**src/rtl/stroke_raster_engine.sv**
```systemverilog
// Mouse stroke rasteriser: queues pointer samples, draws Bresenham lines
// between held-button samples into one locked cell's bitmap RAM, and sweeps
// the cell clear on request.
module stroke_raster_engine #(
    parameter int unsigned X_W        = 10,
    parameter int unsigned Y_W        = 10,
    parameter int unsigned CELL_SHIFT = 5,
    parameter int unsigned DATA_W     = 1,
    parameter int unsigned FIFO_DEPTH = 4
) (
    input  logic                          clk,
    input  logic                          rst,
    input  logic [X_W-1:0]                mouse_x,
    input  logic [Y_W-1:0]                mouse_y,
    input  logic                          mouse_left,
    input  logic                          mouse_right,
    input  logic                          new_event,
    input  logic [DATA_W-1:0]             pen_value,
    input  logic                          clear_req,
    output logic [2*CELL_SHIFT-1:0]       write_addr,
    output logic                          write_enable,
    output logic [DATA_W-1:0]             write_data,
    output logic [X_W-CELL_SHIFT-1:0]     cell_x,
    output logic [Y_W-CELL_SHIFT-1:0]     cell_y,
    output logic                          editing,
    output logic                          busy,
    output logic                          ev_dropped
);

    localparam int unsigned PW    = 2 * CELL_SHIFT;
    localparam int unsigned SW    = ((X_W > Y_W) ? X_W : Y_W) + 2;
    localparam int unsigned PTR_W = $clog2(FIFO_DEPTH);
    localparam int unsigned CNT_W = PTR_W + 1;
    localparam int unsigned CX_W  = X_W - CELL_SHIFT;
    localparam int unsigned CY_W  = Y_W - CELL_SHIFT;
    localparam logic signed [SW-1:0] S_ONE = SW'(1);

    typedef struct packed {
        logic [X_W-1:0]    x;
        logic [Y_W-1:0]    y;
        logic [DATA_W-1:0] data;
        logic              start;
    } entry_t;

    typedef enum logic [1:0] {S_IDLE, S_LOAD, S_STEP, S_CLEAR} state_t;

    state_t               state_q, state_d;
    entry_t               fifo_mem [FIFO_DEPTH];
    logic [PTR_W-1:0]     wr_ptr_q, wr_ptr_d, rd_ptr_q, rd_ptr_d;
    logic [CNT_W-1:0]     cnt_q, cnt_d;
    entry_t               ent_q, ent_d;
    logic [X_W-1:0]       last_x_q, last_x_d;
    logic [Y_W-1:0]       last_y_q, last_y_d;
    logic                 pen_up_q, pen_up_d;
    logic                 clear_pend_q, clear_pend_d;
    logic                 editing_q, editing_d;
    logic [CX_W-1:0]      cell_x_q, cell_x_d;
    logic [CY_W-1:0]      cell_y_q, cell_y_d;
    logic signed [SW-1:0] cur_x_q, cur_x_d, cur_y_q, cur_y_d;
    logic signed [SW-1:0] dx_q, dx_d, dy_q, dy_d, err_q, err_d;
    logic                 step_x_q, step_x_d, step_y_q, step_y_d;
    logic [PW-1:0]        clr_cnt_q, clr_cnt_d;
    logic [PW-1:0]        write_addr_q, write_addr_d;
    logic                 write_enable_q, write_enable_d;
    logic [DATA_W-1:0]    write_data_q, write_data_d;
    logic                 busy_q, busy_d;
    logic                 ev_dropped_q, ev_dropped_d;

    logic                 in_clear_c, pressed_c, fifo_full_c;
    logic                 push_c, drop_c, pop_c;
    entry_t               push_ent_c;
    logic signed [SW-1:0] sx_c, sy_c, ex_c, ey_c, e2_c;

    assign write_addr   = write_addr_q;
    assign write_enable = write_enable_q;
    assign write_data   = write_data_q;
    assign cell_x       = cell_x_q;
    assign cell_y       = cell_y_q;
    assign editing      = editing_q;
    assign busy         = busy_q;
    assign ev_dropped   = ev_dropped_q;

    // Endpoint queue storage; only the pointers carry reset.
    always_ff @(posedge clk) begin
        if (push_c) begin
            fifo_mem[wr_ptr_q] <= push_ent_c;
        end
    end

    // Sample acceptance, queue bookkeeping, FSM next state and registered outputs.
    always_comb begin
        state_d        = state_q;
        wr_ptr_d       = wr_ptr_q;
        rd_ptr_d       = rd_ptr_q;
        cnt_d          = cnt_q;
        ent_d          = ent_q;
        last_x_d       = last_x_q;
        last_y_d       = last_y_q;
        pen_up_d       = pen_up_q;
        clear_pend_d   = clear_pend_q;
        editing_d      = editing_q;
        cell_x_d       = cell_x_q;
        cell_y_d       = cell_y_q;
        cur_x_d        = cur_x_q;
        cur_y_d        = cur_y_q;
        dx_d           = dx_q;
        dy_d           = dy_q;
        err_d          = err_q;
        step_x_d       = step_x_q;
        step_y_d       = step_y_q;
        clr_cnt_d      = clr_cnt_q;
        write_addr_d   = write_addr_q;
        write_enable_d = 1'b0;
        write_data_d   = write_data_q;
        sx_c           = '0;
        sy_c           = '0;
        e2_c           = err_q <<< 1;
        ex_c           = SW'(ent_q.x);
        ey_c           = SW'(ent_q.y);

        in_clear_c  = (state_q == S_CLEAR);
        pressed_c   = mouse_left | mouse_right;
        fifo_full_c = (cnt_q == CNT_W'(FIFO_DEPTH));
        push_c      = new_event && pressed_c && !in_clear_c && !fifo_full_c;
        drop_c      = new_event && pressed_c && !in_clear_c && fifo_full_c;
        pop_c       = (state_q == S_IDLE) && !clear_pend_q && (cnt_q != '0);

        push_ent_c.x     = mouse_x;
        push_ent_c.y     = mouse_y;
        push_ent_c.data  = mouse_left ? pen_value : '0;
        push_ent_c.start = pen_up_q;

        ev_dropped_d = drop_c;

        // A released button breaks the stroke; an accepted press continues it.
        if (new_event && !in_clear_c) begin
            if (!pressed_c) begin
                pen_up_d = 1'b1;
            end else if (!fifo_full_c) begin
                pen_up_d = 1'b0;
            end
        end

        if (push_c && !editing_q) begin
            editing_d = 1'b1;
            cell_x_d  = mouse_x[X_W-1:CELL_SHIFT];
            cell_y_d  = mouse_y[Y_W-1:CELL_SHIFT];
        end

        if (clear_req && !in_clear_c) begin
            clear_pend_d = 1'b1;
        end

        if (push_c) begin
            wr_ptr_d = wr_ptr_q + PTR_W'(1);
        end
        if (pop_c) begin
            rd_ptr_d = rd_ptr_q + PTR_W'(1);
            ent_d    = fifo_mem[rd_ptr_q];
        end
        cnt_d = cnt_q + CNT_W'(push_c) - CNT_W'(pop_c);

        case (state_q)
            S_IDLE: begin
                if (clear_pend_q) begin
                    state_d   = S_CLEAR;
                    clr_cnt_d = '1;
                end else if (cnt_q != '0) begin
                    state_d = S_LOAD;
                end
            end
            S_LOAD: begin
                sx_c     = ent_q.start ? SW'(ent_q.x) : SW'(last_x_q);
                sy_c     = ent_q.start ? SW'(ent_q.y) : SW'(last_y_q);
                dx_d     = (ex_c >= sx_c) ? (ex_c - sx_c) : (sx_c - ex_c);
                dy_d     = (ey_c >= sy_c) ? (ey_c - sy_c) : (sy_c - ey_c);
                step_x_d = (ex_c >= sx_c);
                step_y_d = (ey_c >= sy_c);
                err_d    = dx_d - dy_d;
                cur_x_d  = sx_c;
                cur_y_d  = sy_c;
                state_d  = S_STEP;
            end
            S_STEP: begin
                write_addr_d   = {cur_y_q[CELL_SHIFT-1:0], cur_x_q[CELL_SHIFT-1:0]};
                write_data_d   = ent_q.data;
                write_enable_d = (cur_x_q[X_W-1:CELL_SHIFT] == cell_x_q) &&
                                 (cur_y_q[Y_W-1:CELL_SHIFT] == cell_y_q);
                if ((cur_x_q == ex_c) && (cur_y_q == ey_c)) begin
                    last_x_d = ent_q.x;
                    last_y_d = ent_q.y;
                    state_d  = S_IDLE;
                end else begin
                    // Both axis updates test the same e2 so diagonal moves happen in one cycle.
                    if (e2_c > -dy_q) begin
                        err_d   = err_d - dy_q;
                        cur_x_d = step_x_q ? (cur_x_q + S_ONE) : (cur_x_q - S_ONE);
                    end
                    if (e2_c < dx_q) begin
                        err_d   = err_d + dx_q;
                        cur_y_d = step_y_q ? (cur_y_q + S_ONE) : (cur_y_q - S_ONE);
                    end
                end
            end
            S_CLEAR: begin
                write_enable_d = 1'b1;
                write_data_d   = '0;
                write_addr_d   = clr_cnt_q;
                clr_cnt_d      = clr_cnt_q - PW'(1);
                if (clr_cnt_q == '0) begin
                    editing_d    = 1'b0;
                    pen_up_d     = 1'b1;
                    clear_pend_d = 1'b0;
                    wr_ptr_d     = '0;
                    rd_ptr_d     = '0;
                    cnt_d        = '0;
                    state_d      = S_IDLE;
                end
            end
            default: state_d = S_IDLE;
        endcase

        // Busy also covers the registered write still in flight after STEP/CLEAR.
        busy_d = (state_d != S_IDLE) || (cnt_d != '0) ||
                 (state_q == S_STEP) || (state_q == S_CLEAR);
    end

    // State register with synchronous active-low reset.
    always_ff @(posedge clk) begin
        if (!rst) begin
            state_q        <= S_IDLE;
            wr_ptr_q       <= '0;
            rd_ptr_q       <= '0;
            cnt_q          <= '0;
            ent_q          <= '0;
            last_x_q       <= '0;
            last_y_q       <= '0;
            pen_up_q       <= 1'b1;
            clear_pend_q   <= 1'b0;
            editing_q      <= 1'b0;
            cell_x_q       <= '0;
            cell_y_q       <= '0;
            cur_x_q        <= '0;
            cur_y_q        <= '0;
            dx_q           <= '0;
            dy_q           <= '0;
            err_q          <= '0;
            step_x_q       <= 1'b0;
            step_y_q       <= 1'b0;
            clr_cnt_q      <= '0;
            write_addr_q   <= '0;
            write_enable_q <= 1'b0;
            write_data_q   <= '0;
            busy_q         <= 1'b0;
            ev_dropped_q   <= 1'b0;
        end else begin
            state_q        <= state_d;
            wr_ptr_q       <= wr_ptr_d;
            rd_ptr_q       <= rd_ptr_d;
            cnt_q          <= cnt_d;
            ent_q          <= ent_d;
            last_x_q       <= last_x_d;
            last_y_q       <= last_y_d;
            pen_up_q       <= pen_up_d;
            clear_pend_q   <= clear_pend_d;
            editing_q      <= editing_d;
            cell_x_q       <= cell_x_d;
            cell_y_q       <= cell_y_d;
            cur_x_q        <= cur_x_d;
            cur_y_q        <= cur_y_d;
            dx_q           <= dx_d;
            dy_q           <= dy_d;
            err_q          <= err_d;
            step_x_q       <= step_x_d;
            step_y_q       <= step_y_d;
            clr_cnt_q      <= clr_cnt_d;
            write_addr_q   <= write_addr_d;
            write_enable_q <= write_enable_d;
            write_data_q   <= write_data_d;
            busy_q         <= busy_d;
            ev_dropped_q   <= ev_dropped_d;
        end
    end

endmodule

```
**config.mk**
```make
export PLATFORM = sky130hd
export DESIGN_NAME = stroke_raster_engine
export DESIGN_NICKNAME = d
export VERILOG_FILES = /design/src/rtl/stroke_raster_engine.sv
export SDC_FILE = /design/constraint.sdc
export NUM_CORES = 1
export LEC_CHECK = 0
export ABC_AREA = 1
export CAP_MARGIN = 5
export CORE_MARGIN = 2
export CORE_UTILIZATION = 45
export CTS_CLUSTER_SIZE = 20
export DETAILED_ROUTE_END_ITERATION = 6
export DONT_BUFFER_PORTS = 1
export PLACE_DENSITY_LB_ADDON = 0.15
export SYNTH_ARGS = -nofsm -noshare
export SYNTH_HDL_FRONTEND = slang
export SYNTH_SLANG_ARGS = --single-unit
export TNS_END_PERCENT = 50
```
**constraint.sdc**
```tcl
create_clock -name clk -period 6.1 [get_ports clk]
set_input_delay 1.22 -clock clk [delete_from_list [all_inputs] [get_ports clk]]
set_output_delay 1.22 -clock clk [all_outputs]
set_load 0.05 [all_outputs]
```
### Power grid

Bar = 50 um. Pins as bars on the die edge.
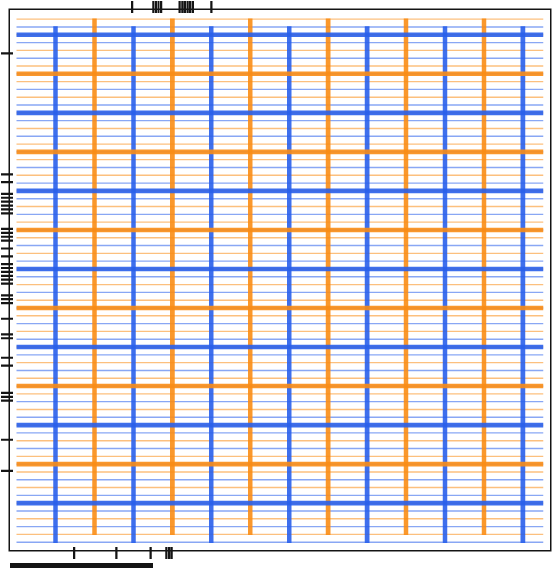
| net | color |
|---|---|
| VSS | blue |
| VDD | orange |
met4 straps: 13
met5 straps: 13
met1 rails: 68
Die Width: 188 um

### Cell classes on the final placement

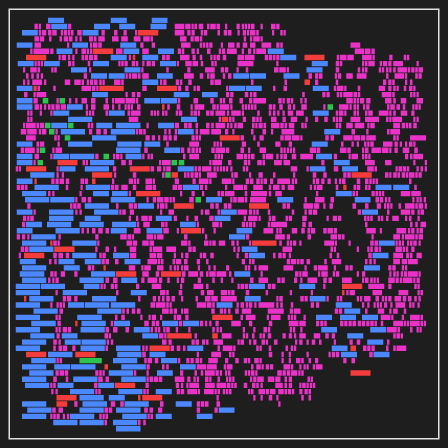
| class | color | cells | share of their area |
|---|---|---|---|
| flip-flops | blue | 235 | 35% |
| clock drivers and dummy loads | red | 50 | 5.7% |
| all other logic | magenta | 1,731 | 59% |
| other buffers and delay cells | green | 15 | 0.83% |
Site Rows: 67
post-route cell area: 16,500 sq um
CORE AREA: 33,400 sq um
sequential share of cell area: 33.8%

### Clock wires, drivers and flops

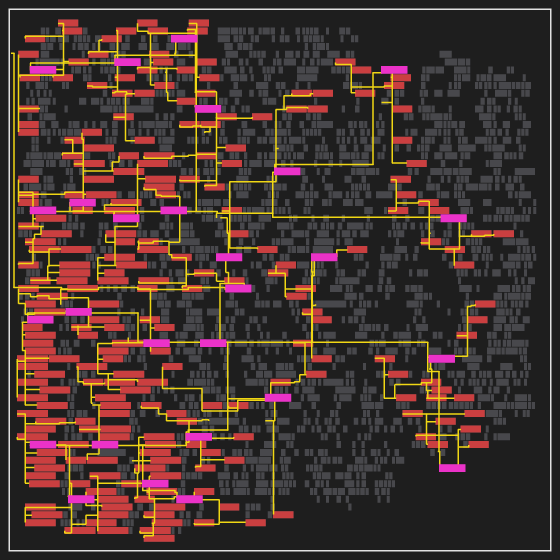
[flip-flops] red | count: 235
[cells driving clock nets] magenta | count: 27
[clock wires] yellow | length: 3,170 um
flops lie: all over the die
routed clock nets: 28
Latency at later pin: 550 ps
skew final: 14.0 ps

==> impl_metrics.json <==
{
  "r2r-start": "dy_q[1]",
  "htree_num_levels": 1,
  "worst-endpoint-arrival_ps": 5410,
  "yosys-stat-cells": 2035,
  "logic_family": "simple AND/OR/NAND/NOR gates",
  "grt.overflow.total": 0,
  "num-nonclk-buffers": 15,
  "synthAdderAreaFrac_pct": 11.4,
  "hold_ws_ps": 485,
  "gp_congestion": 0.919,
  "yosys-top-cells-area": "dfxtp_1 19%, edfxtp_1 17%, ha_1 10%",
  "fp-utilization_pct": 45.6,
  "met1_usage_pct": 31.4,
  "fmax_mhz": 201,
  "cp_max_fo": 19,
  "top_register": "fifo_mem",
  "lay_top_cells": "385 x nand2_1, 238 x inv_1, 230 x nor2_1",
  "tap_cells": 448,
  "nets": 2170,
  "grt.met2_usage_pct": 43.3,
  "area_dominant_class": "combinational gates",
  "critPathBufInv": 2,
  "slowest_delay_ps": 620,
  "postCtsSetupRepairBufs": 0,
  "grt_pass1_wl_mm": 71.0,
  "critPathRequiredTime_ps": 6540,
  "r2r-end": "err_q[10]",
  "io_pins": 52,
  "grt_use_total_pct": 25.1,
  "gr-usage-met3_pct": 3.74,
  "cts.path.max_buffers": 3,
  "wl_met3_mm": 2.25,
  "synth_seq_share_pct": 36.6,
  "drt_wl_total_mm": 43.8,
  "hold_path.class": "reg2reg",
  "synth.distinct_cells": 54,
  "logic_gates": 1488,
  "min_to": "ev_dropped",
  "design.die.area_sq_um": 35400,
  "setup_tns_ps": 0,
  "synth_warnings": 0,
  "comb_share_pct": 51.1,
  "cp-endpoint": "err_q[10]",
  "slew_headroom_pct": 41.0,
  "rr_worst_depth": 32,
  "postSynthCellCount": 2035,
  "ys_chip_area_sq_um": 15300,
  "rsz0062_at_grt": "false",
  "cts_tree": "yes",
  "route.met2.wl_mm": 20.6,
  "root_buffer": "clkbuf_16",
  "whs_path_depth": 1,
  "min_from": "cnt_q[0]",
  "finalNonFillerCells": 2479,
  "simple_gate_area_share_pct": 21.3,
  "hpwl_mm": 32.9,
  "layout.nonclk_buf_share_pct": 0.802,
  "tightest_slew_ps": 884,
  "seq_area_sq_um": 5590,
  "status": "complete, no violations",
  "numPortBuffers": 0,
  "logic_area_sq_um": 8450,
  "fin_crit_ps": 4970,
  "top_cell_area_share_pct": 19.3,
  "clkSinkCount": 235,
  "antenna_found_initial": 0,
  "edf_count": 88,
  "ff2ff_setup_slack_ps": 1130,
  "cts.clk_slew.worst_paths_ps": 60
}
